[config.mk]
export PLATFORM = sky130hd
export DESIGN_NAME = uart_frame_tx_flat
export DESIGN_NICKNAME = d
export VERILOG_FILES = /design/src/rtl/uart_frame_tx_pkg.sv /design/src/rtl/uart_frame_tx_if.sv /design/src/rtl/uart_frame_tx_baud_tick_gen.sv /design/src/rtl/uart_frame_tx.sv /design/src/flat_wrapper.sv
export SDC_FILE = /design/constraint.sdc
export NUM_CORES = 1
export LEC_CHECK = 0
export CAP_MARGIN = 20
export CORE_MARGIN = 4
export CORE_UTILIZATION = 50
export DETAILED_ROUTE_END_ITERATION = 12
export PLACE_DENSITY_LB_ADDON = 0.05
export SYNTH_ARGS = -nofsm -noshare
export SYNTH_HDL_FRONTEND = slang
export SYNTH_SLANG_ARGS = --single-unit
export TNS_END_PERCENT = 100
[constraint.sdc]
create_clock -name clk -period 2.3 [get_ports clk]
set_clock_uncertainty 0.1 [all_clocks]
set_input_delay 0.345 -clock clk [delete_from_list [all_inputs] [get_ports clk]]
set_output_delay 0.345 -clock clk [all_outputs]
set_load 0.01 [all_outputs]
[src/rtl/uart_frame_tx_pkg.sv]
// Shared definitions for the UART frame transmitter: parity mode constants,
// FSM state encoding and the parity helper used at word acceptance.
package uart_tx_pkg;

  localparam int unsigned PARITY_NONE = 0;
  localparam int unsigned PARITY_EVEN = 1;
  localparam int unsigned PARITY_ODD  = 2;

  // Widest supported data word; narrower words are zero-extended, which
  // leaves the XOR reduction unchanged.
  localparam int unsigned MaxDataW = 9;

  typedef enum logic [2:0] {
    StIdle,
    StStart,
    StData,
    StPar,
    StStop
  } tx_state_e;

  // Parity bit for a word under the given mode. PARITY_NONE returns 0;
  // the bit is never sent in that mode.
  function automatic logic calc_parity(input logic [MaxDataW-1:0] data,
                                       input int unsigned         mode);
    logic p;
    p = 1'b0;
    if (mode == PARITY_EVEN) begin
      p = ^data;
    end else if (mode == PARITY_ODD) begin
      p = ~(^data);
    end
    return p;
  endfunction

endpackage

[src/rtl/uart_frame_tx_if.sv]
// Word handshake between a producing client and the UART frame transmitter.
//   in_valid : client offers in_data
//   in_ready : transmitter can accept a word this cycle
//   in_data  : word to send
// master = client side, slave = transmitter side.
interface uart_frame_tx_if #(
  parameter int unsigned DATA_W = 7
);

  logic              in_valid;
  logic              in_ready;
  logic [DATA_W-1:0] in_data;

  modport master (
    output in_valid,
    output in_data,
    input  in_ready
  );

  modport slave (
    input  in_valid,
    input  in_data,
    output in_ready
  );

endinterface

[src/rtl/uart_frame_tx_baud_tick_gen.sv]
// Bit-period timer for the UART frame transmitter.
//   clk     : clock, rising edge
//   rst     : asynchronous active-high reset
//   en_i    : count while a frame is in progress
//   clear_i : restart the bit period (frame start)
//   tick_o  : one-cycle pulse in the last cycle of each bit period
module baud_tick_gen #(
  parameter int unsigned CLKS_PER_BIT = 1
) (
  input  logic clk,
  input  logic rst,
  input  logic en_i,
  input  logic clear_i,
  output logic tick_o
);

  localparam int unsigned CntW = (CLKS_PER_BIT > 1) ? $clog2(CLKS_PER_BIT) : 1;
  localparam logic [CntW-1:0] TermCnt = CntW'(CLKS_PER_BIT - 1);

  if (CLKS_PER_BIT < 1) begin : gen_chk_cpb
    $error("CLKS_PER_BIT must be at least 1");
  end

  logic [CntW-1:0] cnt_q, cnt_d;

  assign tick_o = en_i && (cnt_q == TermCnt);

  always_comb begin
    cnt_d = cnt_q;
    if (clear_i) begin
      cnt_d = '0;
    end else if (en_i) begin
      cnt_d = tick_o ? '0 : cnt_q + 1'b1;
    end
  end

  always_ff @(posedge clk or posedge rst) begin
    if (rst) begin
      cnt_q <= '0;
    end else begin
      cnt_q <= cnt_d;
    end
  end

endmodule

[src/rtl/uart_frame_tx.sv]
// Asynchronous-serial frame transmitter: start bit, LSB-first data, optional
// parity, 1 or 2 stop bits, each held CLKS_PER_BIT cycles. A word offered in
// the final stop cycle starts the next frame with no idle gap.
//   clk        : clock, rising edge
//   rst        : asynchronous active-high reset (aborts any frame)
//   in_if      : word handshake (slave side)
//   serial_out : serial line, idle high
//   busy       : frame in progress
module uart_frame_tx
  import uart_tx_pkg::*;
#(
  parameter int unsigned DATA_W       = 7,
  parameter int unsigned PARITY       = 1,
  parameter int unsigned STOP_BITS    = 1,
  parameter int unsigned CLKS_PER_BIT = 1
) (
  input  logic            clk,
  input  logic            rst,
  uart_frame_tx_if.slave  in_if,
  output logic            serial_out,
  output logic            busy
);

  if (DATA_W < 5 || DATA_W > 9) begin : gen_chk_data_w
    $error("DATA_W must be in 5..9");
  end
  if (PARITY > 2) begin : gen_chk_parity
    $error("PARITY must be 0 (none), 1 (even) or 2 (odd)");
  end
  if (STOP_BITS < 1 || STOP_BITS > 2) begin : gen_chk_stop
    $error("STOP_BITS must be 1 or 2");
  end
  if (CLKS_PER_BIT < 1) begin : gen_chk_cpb
    $error("CLKS_PER_BIT must be at least 1");
  end

  localparam int unsigned BitCntW = $clog2(DATA_W);
  localparam logic [BitCntW-1:0] DataLast = BitCntW'(DATA_W - 1);
  localparam logic [BitCntW-1:0] StopLast = BitCntW'(STOP_BITS - 1);
  localparam logic HasParity = (PARITY != PARITY_NONE);

  tx_state_e          state_q, state_d;
  logic [DATA_W-1:0]  shift_q, shift_d;
  logic               par_q, par_d;
  logic [BitCntW-1:0] bit_cnt_q, bit_cnt_d;
  logic               serial_q, serial_d;
  logic               busy_q, busy_d;

  logic tick;
  logic last_stop_cycle;
  logic in_ready;
  logic accept;

  baud_tick_gen #(
    .CLKS_PER_BIT(CLKS_PER_BIT)
  ) u_baud (
    .clk    (clk),
    .rst    (rst),
    .en_i   (state_q != StIdle),
    .clear_i(accept),
    .tick_o (tick)
  );

  assign last_stop_cycle = (state_q == StStop) && tick && (bit_cnt_q == StopLast);
  // Kept low during reset so no word is taken while the block is held off.
  assign in_ready        = !rst && ((state_q == StIdle) || last_stop_cycle);
  assign accept          = in_if.in_valid && in_ready;
  assign in_if.in_ready  = in_ready;

  always_comb begin
    state_d   = state_q;
    shift_d   = shift_q;
    par_d     = par_q;
    bit_cnt_d = bit_cnt_q;

    unique case (state_q)
      StIdle: begin
        if (accept) begin
          state_d   = StStart;
          shift_d   = in_if.in_data;
          par_d     = calc_parity(MaxDataW'(in_if.in_data), PARITY);
          bit_cnt_d = '0;
        end
      end
      StStart: begin
        if (tick) begin
          state_d   = StData;
          bit_cnt_d = '0;
        end
      end
      StData: begin
        if (tick) begin
          shift_d = shift_q >> 1;
          if (bit_cnt_q == DataLast) begin
            bit_cnt_d = '0;
            state_d   = HasParity ? StPar : StStop;
          end else begin
            bit_cnt_d = bit_cnt_q + 1'b1;
          end
        end
      end
      StPar: begin
        if (tick) begin
          state_d   = StStop;
          bit_cnt_d = '0;
        end
      end
      StStop: begin
        if (tick) begin
          if (bit_cnt_q == StopLast) begin
            bit_cnt_d = '0;
            if (accept) begin
              // Back-to-back: next start bit follows the last stop cycle.
              state_d = StStart;
              shift_d = in_if.in_data;
              par_d   = calc_parity(MaxDataW'(in_if.in_data), PARITY);
            end else begin
              state_d = StIdle;
            end
          end else begin
            bit_cnt_d = bit_cnt_q + 1'b1;
          end
        end
      end
      default: begin
        state_d = StIdle;
      end
    endcase

    // Line level is registered from the next state so the pin is glitch-free.
    unique case (state_d)
      StStart: serial_d = 1'b0;
      StData:  serial_d = shift_d[0];
      StPar:   serial_d = par_d;
      default: serial_d = 1'b1;
    endcase

    busy_d = (state_d != StIdle);
  end

  always_ff @(posedge clk or posedge rst) begin
    if (rst) begin
      state_q   <= StIdle;
      shift_q   <= '0;
      par_q     <= 1'b0;
      bit_cnt_q <= '0;
      serial_q  <= 1'b1;
      busy_q    <= 1'b0;
    end else begin
      state_q   <= state_d;
      shift_q   <= shift_d;
      par_q     <= par_d;
      bit_cnt_q <= bit_cnt_d;
      serial_q  <= serial_d;
      busy_q    <= busy_d;
    end
  end

  assign serial_out = serial_q;
  assign busy       = busy_q;

endmodule

[src/flat_wrapper.sv]
// flat-port wrapper written by rule: the top's interface ports become plain ports
module uart_frame_tx_flat import uart_tx_pkg::*;
#(
  parameter int unsigned DATA_W       = 7,
  parameter int unsigned PARITY       = 1,
  parameter int unsigned STOP_BITS    = 1,
  parameter int unsigned CLKS_PER_BIT = 1
)
  (clk, rst, serial_out, busy, in_if_in_valid, in_if_in_data, in_if_in_ready);
  uart_frame_tx_if #(.DATA_W(DATA_W)) in_if_i ();
  input  logic clk;
  input  logic rst;
  output logic serial_out;
  output logic busy;
  input wire logic [$bits(in_if_i.in_valid)-1:0] in_if_in_valid;
  input wire logic [$bits(in_if_i.in_data)-1:0] in_if_in_data;
  output wire logic [$bits(in_if_i.in_ready)-1:0] in_if_in_ready;
  assign in_if_i.in_valid = in_if_in_valid;
  assign in_if_i.in_data = in_if_in_data;
  assign in_if_in_ready = in_if_i.in_ready;
  uart_frame_tx #(.DATA_W(DATA_W), .PARITY(PARITY), .STOP_BITS(STOP_BITS), .CLKS_PER_BIT(CLKS_PER_BIT)) u_core (.clk(clk), .rst(rst), .in_if(in_if_i), .serial_out(serial_out), .busy(busy));
endmodule
run_1/wires.png
Bar = 20 um.
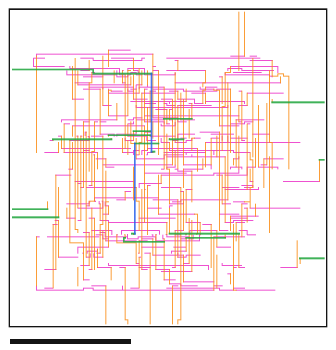
layer	colour	wire length
metal 4	blue	27.9 um
metal 2	orange	1130 um
metal 3	green	106 um
metal 1	magenta	983 um

run_1/congestion.png
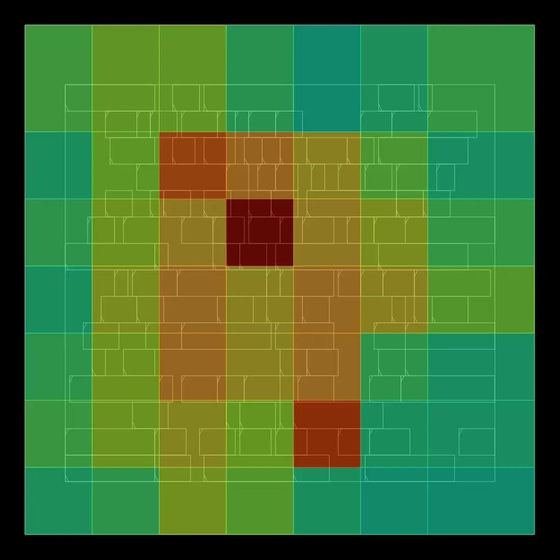
total track usage: 20.00%
routed len/inst: 16.06 um
fin util: 70.42%
grt met3 use: 3.704%

==> flow_metrics.env, run 1 <==
# physical design summary
export IMPL_largest_reg_flops=7
export IMPL_rrSetupSlack_ps=240
export IMPL_gr_total_overflow=0
export IMPL_lay_top_count="dfrtp_1"
export IMPL_crit_path_end_kind="output port"
export IMPL_instances_no_fill=140
export IMPL_hold_class="reg2reg"
export IMPL_diodes=0
export IMPL_clock_area_share_pct=2.170
export IMPL_wl_mm=2.248
export IMPL_max_freq_ghz=0.4437
export IMPL_edf_count=0
export IMPL_total_power_mw=1.351
export IMPL_die_y_um=52.38
export IMPL_min_period_over_period_pct=97.98
export IMPL_placed_cells=134
export IMPL_status="finished clean"
export IMPL_yosys_register_bits=17
export IMPL_synth_area_top_cells="dfrtp_1 41%, a222oi_1 6.1%, ha_1 3.8%, xnor2_1 3.6%, inv_1 3.4%"
export IMPL_hold_depth=2
export IMPL_clk_latency_ps=300
export IMPL_area_growth_pct=28.84
export IMPL_ctsRootBufferMaster="clkbuf_4"
export IMPL_grt_met2_usage_pct=33.68
export IMPL_mux_area_share_pct=1.144
export IMPL_vias=820
export IMPL_ant_nets=0
export IMPL_ys_area_um2=984.7
export IMPL_logic_gates=60
export IMPL_ys_sh_aoi_pct=21.86
export IMPL_hold_viol=0
export IMPL_ir_drop_mv=0.6259
export IMPL_viasPerCell=5.857
export IMPL_tap_cell_count=25
export IMPL_drt_iter0_drc=43
export IMPL_powerComb_mw=0.670
export IMPL_firstDrtPassIters=5
export IMPL_port_buffers=12
export IMPL_htreeDepth=1
export IMPL_powerClk_mw=0.170
export IMPL_reg_largest_list="u_core.shift_q: 7 flops, u_core.bit_cnt_q: 3 flops, u_core.state_q: 3 flops"
export IMPL_seqPwrFrac_pct=37.9
export IMPL_cts_resized=6
export IMPL_cts_tree="done"
export IMPL_cp_startpoint="u_core.bit_cnt_q[0]$_DFFE_PP0P_"
export IMPL_maxPowerGroup="combinational cells"
export IMPL_synth_xor_area_share_pct=6.226
export IMPL_grt_busiest_layer="met2"
export IMPL_simple_gate_share_pct=18.42
export IMPL_syn_area_per_cell_um2=11.06
export IMPL_crit_path_end="in_if_in_ready"
export IMPL_cp_required_ps=1860
export IMPL_combinationalPowerShare_pct=49.6
export IMPL_final_setup_worst_slack_ps=46.37
export IMPL_common_cells="16 x dfrtp_1, 9 x inv_1, 6 x a222oi_1"
export IMPL_ys_async_sr_fraction_pct=100.0
export IMPL_fp_dieW_um=52.38
export IMPL_chipArea_um2=2743
export IMPL_buffers=25
export IMPL_met1_length_um=982
export IMPL_holdWs_ps=409.9
export IMPL_hold_buffers=0
export IMPL_flop_cell="dfrtp_1"
export IMPL_clkTransAtPathRegs_ps=110
export IMPL_critPathTopFamily="simple AND/OR/NAND/NOR gates"
export IMPL_drc=0
export IMPL_r2r_end="u_core.bit_cnt_q[0]$_DFFE_PP0P_"
export IMPL_maxSlewHeadroom_pct=53.56
export IMPL_yosys_stat_seqShare_pct=43.33
export IMPL_synth_cells=89
export IMPL_worst_pin_slew_ps=695.8
export IMPL_fp_utilization_pct=54.65
export IMPL_regArea_um2=426.7
export IMPL_slowest_stage="dfrtp_1"
export IMPL_synth_top_cell_by_area="dfrtp_1"
export IMPL_postCtsSetupBuffers=0
export IMPL_dr_wl_met2_mm=1.131
export IMPL_report_final_slew_viol_count=0
export IMPL_hpwlAfterDp_mm=1.648
export IMPL_fin_tns_setup_ps=0
export IMPL_pwr_share_clk_pct=12.5
export IMPL_adder_share_pct=3.812
export IMPL_crit_fanout=2
export IMPL_setup_viol=0
run_1/metal_density.png
Bar = 20 um. 10 x 10 tiles, from dark blue (low) to red (high), scaled to the fullest tile. Values are wire area over tile area, all layers added.
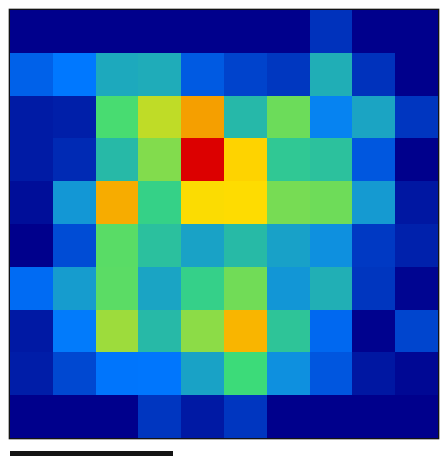
mean over tiles	0.13
tiles over half the peak	18%
fullest tile	0.48
emptiest ninth of the die	lower right
nearly empty tiles	22%
densest ninth of the die	centre

run_1/placement_by_type.png
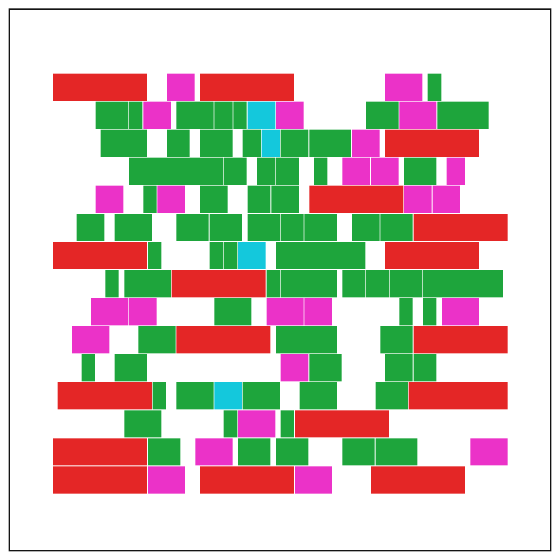
class	colour	cells
clock drivers and dummy loads	cyan	4
remaining buffers and delay cells	magenta	25
combinational and other logic	green	69
sequential cells	red	17
sequential share of cell area: 33.63%
Core Area: 1802 um^2
Rows: 15

run_1/flops_by_reg.png
Bar = 20 um.
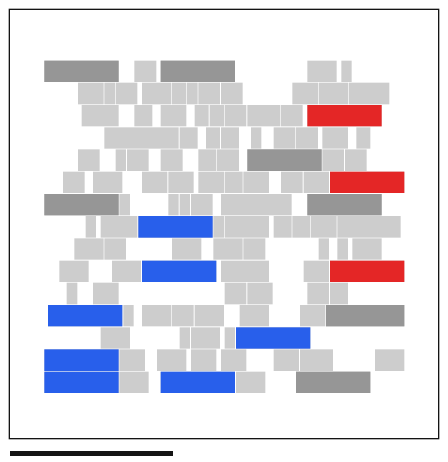

==> inputs of run 2 (changes only) <==
- DONT_BUFFER_PORTS: not set -> 1
run_2/flops_by_reg.png
Bar = 20 um.
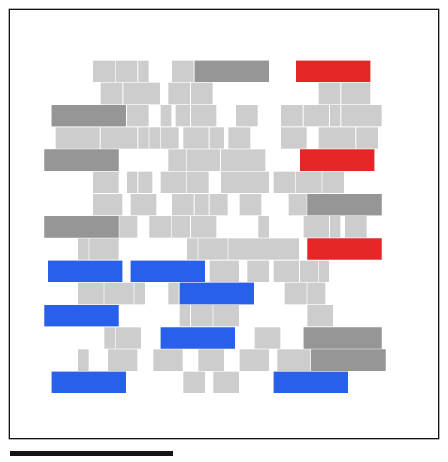
signal	colour	placed flops
u_core.state_q	red	3
u_core.shift_q	blue	7

==> run 2 against run 1 <==
Routed wire length fell by 7.0%. Sequential cell count did not move. Fmax rose by 1.5%. Clock power fell by 2%. First-iteration DRC count fell by 16%. Non-clock buffer count fell by 10. Combinational power fell by 5.7%. Synthesized cell count did not move. Critical path depth did not move. Largest power group unchanged. Design area fell by 9.2%. Clock-buffer cell count did not move.
==> flow_metrics.env, run 2 <==
# physical design summary
export IMPL_hold_depth=2
export IMPL_ys_sh_aoi_pct=21.86
export IMPL_critPathTopFamily="simple AND/OR/NAND/NOR gates"
export IMPL_clk_latency_ps=300
export IMPL_setup_viol=0
export IMPL_crit_path_end_kind="output port"
export IMPL_simple_gate_share_pct=18.42
export IMPL_drc=0
export IMPL_drt_iter0_drc=36
export IMPL_clock_area_share_pct=2.389
export IMPL_edf_count=0
export IMPL_crit_fanout=3
export IMPL_logic_gates=60
export IMPL_buffers=15
export IMPL_synth_xor_area_share_pct=6.226
export IMPL_cts_resized=3
export IMPL_tap_cell_count=25
export IMPL_crit_path_end="in_if_in_ready"
export IMPL_report_final_slew_viol_count=0
export IMPL_port_buffers=0
export IMPL_min_period_over_period_pct=96.54
export IMPL_synth_cells=89
export IMPL_combinationalPowerShare_pct=49.1
export IMPL_yosys_stat_seqShare_pct=43.33
export IMPL_powerComb_mw=0.632
export IMPL_ant_nets=0
export IMPL_total_power_mw=1.286
export IMPL_hpwlAfterDp_mm=1.492
export IMPL_status="finished clean"
export IMPL_ys_area_um2=984.7
export IMPL_htreeDepth=1
export IMPL_max_freq_ghz=0.4504
export IMPL_ctsRootBufferMaster="clkbuf_4"
export IMPL_regArea_um2=426.7
export IMPL_clkTransAtPathRegs_ps=110
export IMPL_postCtsSetupBuffers=3
export IMPL_r2r_end="u_core.serial_out$_DFF_PP1_"
export IMPL_area_growth_pct=17.03
export IMPL_row_count=15
export IMPL_adder_share_pct=3.812
export IMPL_reg_largest_list="u_core.shift_q: 7 flops, u_core.bit_cnt_q: 3 flops, u_core.state_q: 3 flops"
export IMPL_chipArea_um2=2743
export IMPL_grtUsageMet3_pct=2.849
export IMPL_wl_per_cell_um=16.08
export IMPL_holdWs_ps=63.94
export IMPL_hold_viol=0
export IMPL_rrSetupSlack_ps=200
export IMPL_final_setup_worst_slack_ps=79.68
export IMPL_ir_drop_mv=0.5608
export IMPL_placed_cells=119
export IMPL_flop_cell="dfrtp_1"
export IMPL_largest_reg_flops=7
export IMPL_fp_utilization_pct=54.65
export IMPL_common_cells="16 x dfrtp_1, 9 x inv_1, 6 x a222oi_1"
export IMPL_diodes=0
export IMPL_mux_area_share_pct=1.144
export IMPL_cp_required_ps=1860
export IMPL_firstDrtPassIters=5
export IMPL_yosys_register_bits=17
export IMPL_grt_met2_usage_pct=28.51
export IMPL_met1_length_um=952
export IMPL_die_y_um=52.38
export IMPL_hold_buffers=1
export IMPL_gr_total_overflow=0
export IMPL_cts_tree="done"
export IMPL_synth_area_top_cells="dfrtp_1 41%, a222oi_1 6.1%, ha_1 3.8%, xnor2_1 3.6%, inv_1 3.4%"
run_2/congestion.png
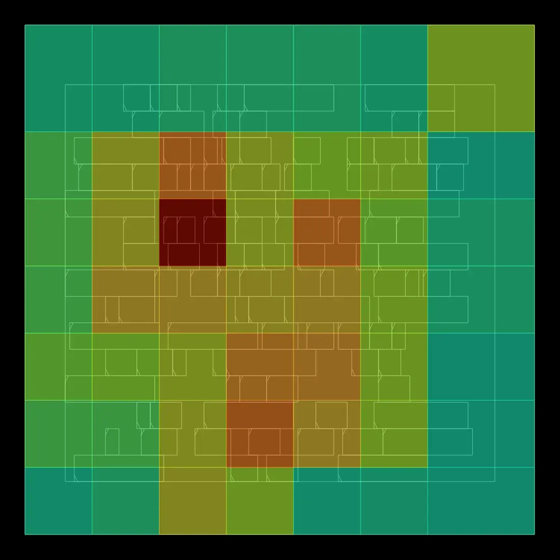
total track usage: 18.38%
fin util: 63.96%
grt peak-use layer: met2

run_2/placement_by_type.png
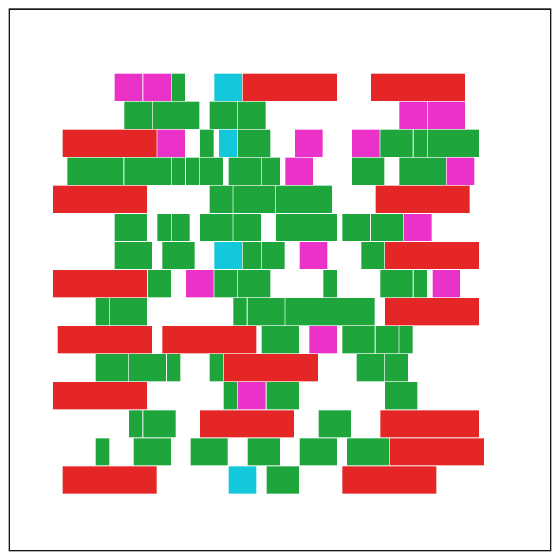

==> inputs of run 3 (changes only) <==
- CORE_ASPECT_RATIO: not set -> 0.9
- CORE_MARGIN: 4 -> 3
run_3/placement_by_type.png
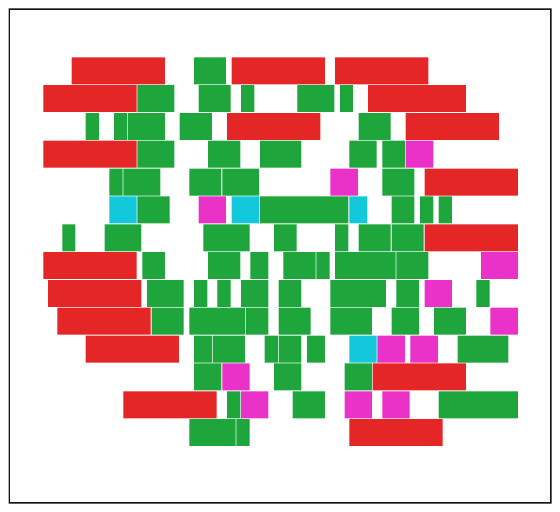
class	colour	cells
clock drivers and dummy loads	cyan	4
combinational and other logic	green	69
remaining buffers and delay cells	magenta	12
sequential cells	red	17
Core Area: 1769 um^2
fin util: 64.29%
Rows: 14

==> run 3 against run 2 <==
Via count shrank 3.0%. Combinational power fell by 3.3%. Register-to-register slack improved by 60 ps. Die area shrank 7.5%. Largest power group unchanged.
==> flow_metrics.env, run 3 <==
# physical design summary
export IMPL_ys_area_um2=984.7
export IMPL_area_growth_pct=15.50
export IMPL_wl_per_cell_um=15.55
export IMPL_setup_viol=0
export IMPL_fin_tns_setup_ps=0
export IMPL_seq_area_share_pct=37.51
export IMPL_syn_cell_area_um2=984.7
export IMPL_buffers=12
export IMPL_largest_reg_flops=7
export IMPL_status="finished clean"
export IMPL_comb_share_pct=46.31
export IMPL_placed_cells=117
export IMPL_drive_gt1_share_pct=29.41
export IMPL_switching_share_pct=38.68
export IMPL_yosys_stat_seqShare_pct=43.33
export IMPL_syn_area_per_cell_um2=11.06
export IMPL_synth_cells=89
export IMPL_tap_cell_count=24
export IMPL_r2r_end="u_core.serial_out$_DFF_PP1_"
export IMPL_die_y_um=48.10
export IMPL_pwr_share_clk_pct=12.8
export IMPL_gr_total_overflow=0
export IMPL_report_final_slew_viol_count=0
export IMPL_p_sw_mw=0.4916
export IMPL_rsz0062_at_grt="false"
export IMPL_simple_gate_share_pct=18.42
export IMPL_ys_sh_aoi_pct=21.86
export IMPL_worstHoldEndpoint="u_core.shift_q[1]$_DFFE_PP0P_"
export IMPL_fp_dieW_um=52.78
export IMPL_clkbuf_count=3
export IMPL_powerComb_mw=0.611
export IMPL_clock_area_share_pct=2.420
export IMPL_crit_chain="inv_2 -> ha_2 -> or3b_4 -> and2_4 -> nor4_4 -> buf_4"
export IMPL_port_buffers=0
export IMPL_regArea_um2=426.7
export IMPL_crit_fanout=4
export IMPL_dr_wl_met2_um=942
export IMPL_viasPerCell=5.921
export IMPL_chipArea_um2=2539
export IMPL_vias=746
export IMPL_maxPowerGroup="combinational cells"
export IMPL_seqPwrFrac_pct=39.2
export IMPL_hpwlAfterDp_mm=1.445
export IMPL_crit_path_end="in_if_in_ready"
export IMPL_worst_pin_slew_ps=631.6
export IMPL_crit_path_end_kind="output port"
export IMPL_grtUsageMet3_pct=6.116
export IMPL_yosys_register_bits=17
export IMPL_powerClk_mw=0.162
export IMPL_synth_xor_area_share_pct=6.226
export IMPL_postCtsSetupBuffers=4
export IMPL_drc=0
export IMPL_hold_buffers=1
export IMPL_period_needed_ps=2201
export IMPL_common_cells="16 x dfrtp_1, 9 x inv_1, 6 x a222oi_1"
export IMPL_adder_share_pct=3.812
export IMPL_r2r_start="u_core.bit_cnt_q[1]$_DFFE_PP0P_"
export IMPL_cp_required_ps=1860
export IMPL_synth_area_top_cells="dfrtp_1 41%, a222oi_1 6.1%, ha_1 3.8%, xnor2_1 3.6%, inv_1 3.4%"
export IMPL_flops=17
export IMPL_fp_utilization_pct=55.66
export IMPL_crit_path_max_incr_delay_ps=410
export IMPL_min_period_over_period_pct=95.72
export IMPL_holdWs_ps=72.74
export IMPL_mux_area_share_pct=1.144
export IMPL_slowest_stage="dfrtp_1"
export IMPL_cts_resized=5
export IMPL_instances_no_fill=126
export IMPL_gr_usage_all_layers_pct=18.48
export IMPL_edf_count=0
export IMPL_most_common_cell="dfrtp_1"
export IMPL_diodes=0
export IMPL_ys_async_sr_fraction_pct=100.0
export IMPL_drt_iter0_drc=29
export IMPL_placed_area_um2=1050
export IMPL_ys_top_logic_family="AND-OR/OR-AND gates"
export IMPL_place_ws_ps=207.7
export IMPL_grt_met2_usage_pct=30.45
export IMPL_grt_busiest_layer="met2"
export IMPL_max_freq_ghz=0.4542
export IMPL_max_clock_path_buffers=2
export IMPL_rrSetupSlack_ps=260
export IMPL_hold_depth=2
export IMPL_maxSlewHeadroom_pct=57.85
export IMPL_clk_latency_ps=300
export IMPL_combinationalPowerShare_pct=48.0
export IMPL_ant_nets=0
export IMPL_seq_cell_power_mw=0.498
export IMPL_final_net_count=116
export IMPL_hold_viol=0
export IMPL_cp_startpoint="u_core.bit_cnt_q[1]$_DFFE_PP0P_"
export IMPL_grt_max_degree=18
export IMPL_reg_largest_list="u_core.shift_q: 7 flops, u_core.bit_cnt_q: 3 flops, u_core.state_q: 3 flops"
export IMPL_antenna_found_initial=0
export IMPL_dominant_cell_class="combinational gates"
export IMPL_firstDrtPassIters=5
export IMPL_cts_tree="done"
export IMPL_n_fill_cell=158
export IMPL_logic_gates=60
export IMPL_critPathTopFamily="simple AND/OR/NAND/NOR gates"
export IMPL_lay_top_count="dfrtp_1"
export IMPL_flop_cell="dfrtp_1"
export IMPL_final_setup_worst_slack_ps=98.55
export IMPL_htreeDepth=1
export IMPL_wl_mm=1.959
export IMPL_synth_stat_cells=89
export IMPL_met1_length_um=901
export IMPL_total_power_mw=1.271
export IMPL_ctsRootBufferMaster="clkbuf_4"
export IMPL_synth_top_cell_by_area="dfrtp_1"
export IMPL_clkTransAtPathRegs_ps=100
export IMPL_nNonClkInverters=9
export IMPL_ir_drop_mv=0.5311
export IMPL_timing_critical_path_buf_inv=2
export IMPL_hold_class="in2reg"
export IMPL_ios=13
run_3/wires.png
Bar = 20 um.
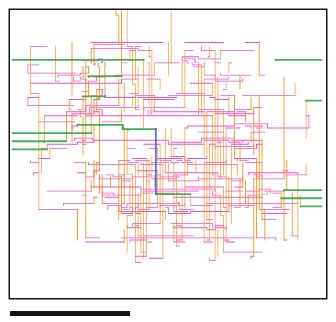
layer	colour	wire length
metal 2	orange	943 um
metal 3	green	105 um
metal 1	magenta	901 um
metal 4	blue	10.9 um

Power is estimated from default activity; no workload was simulated.
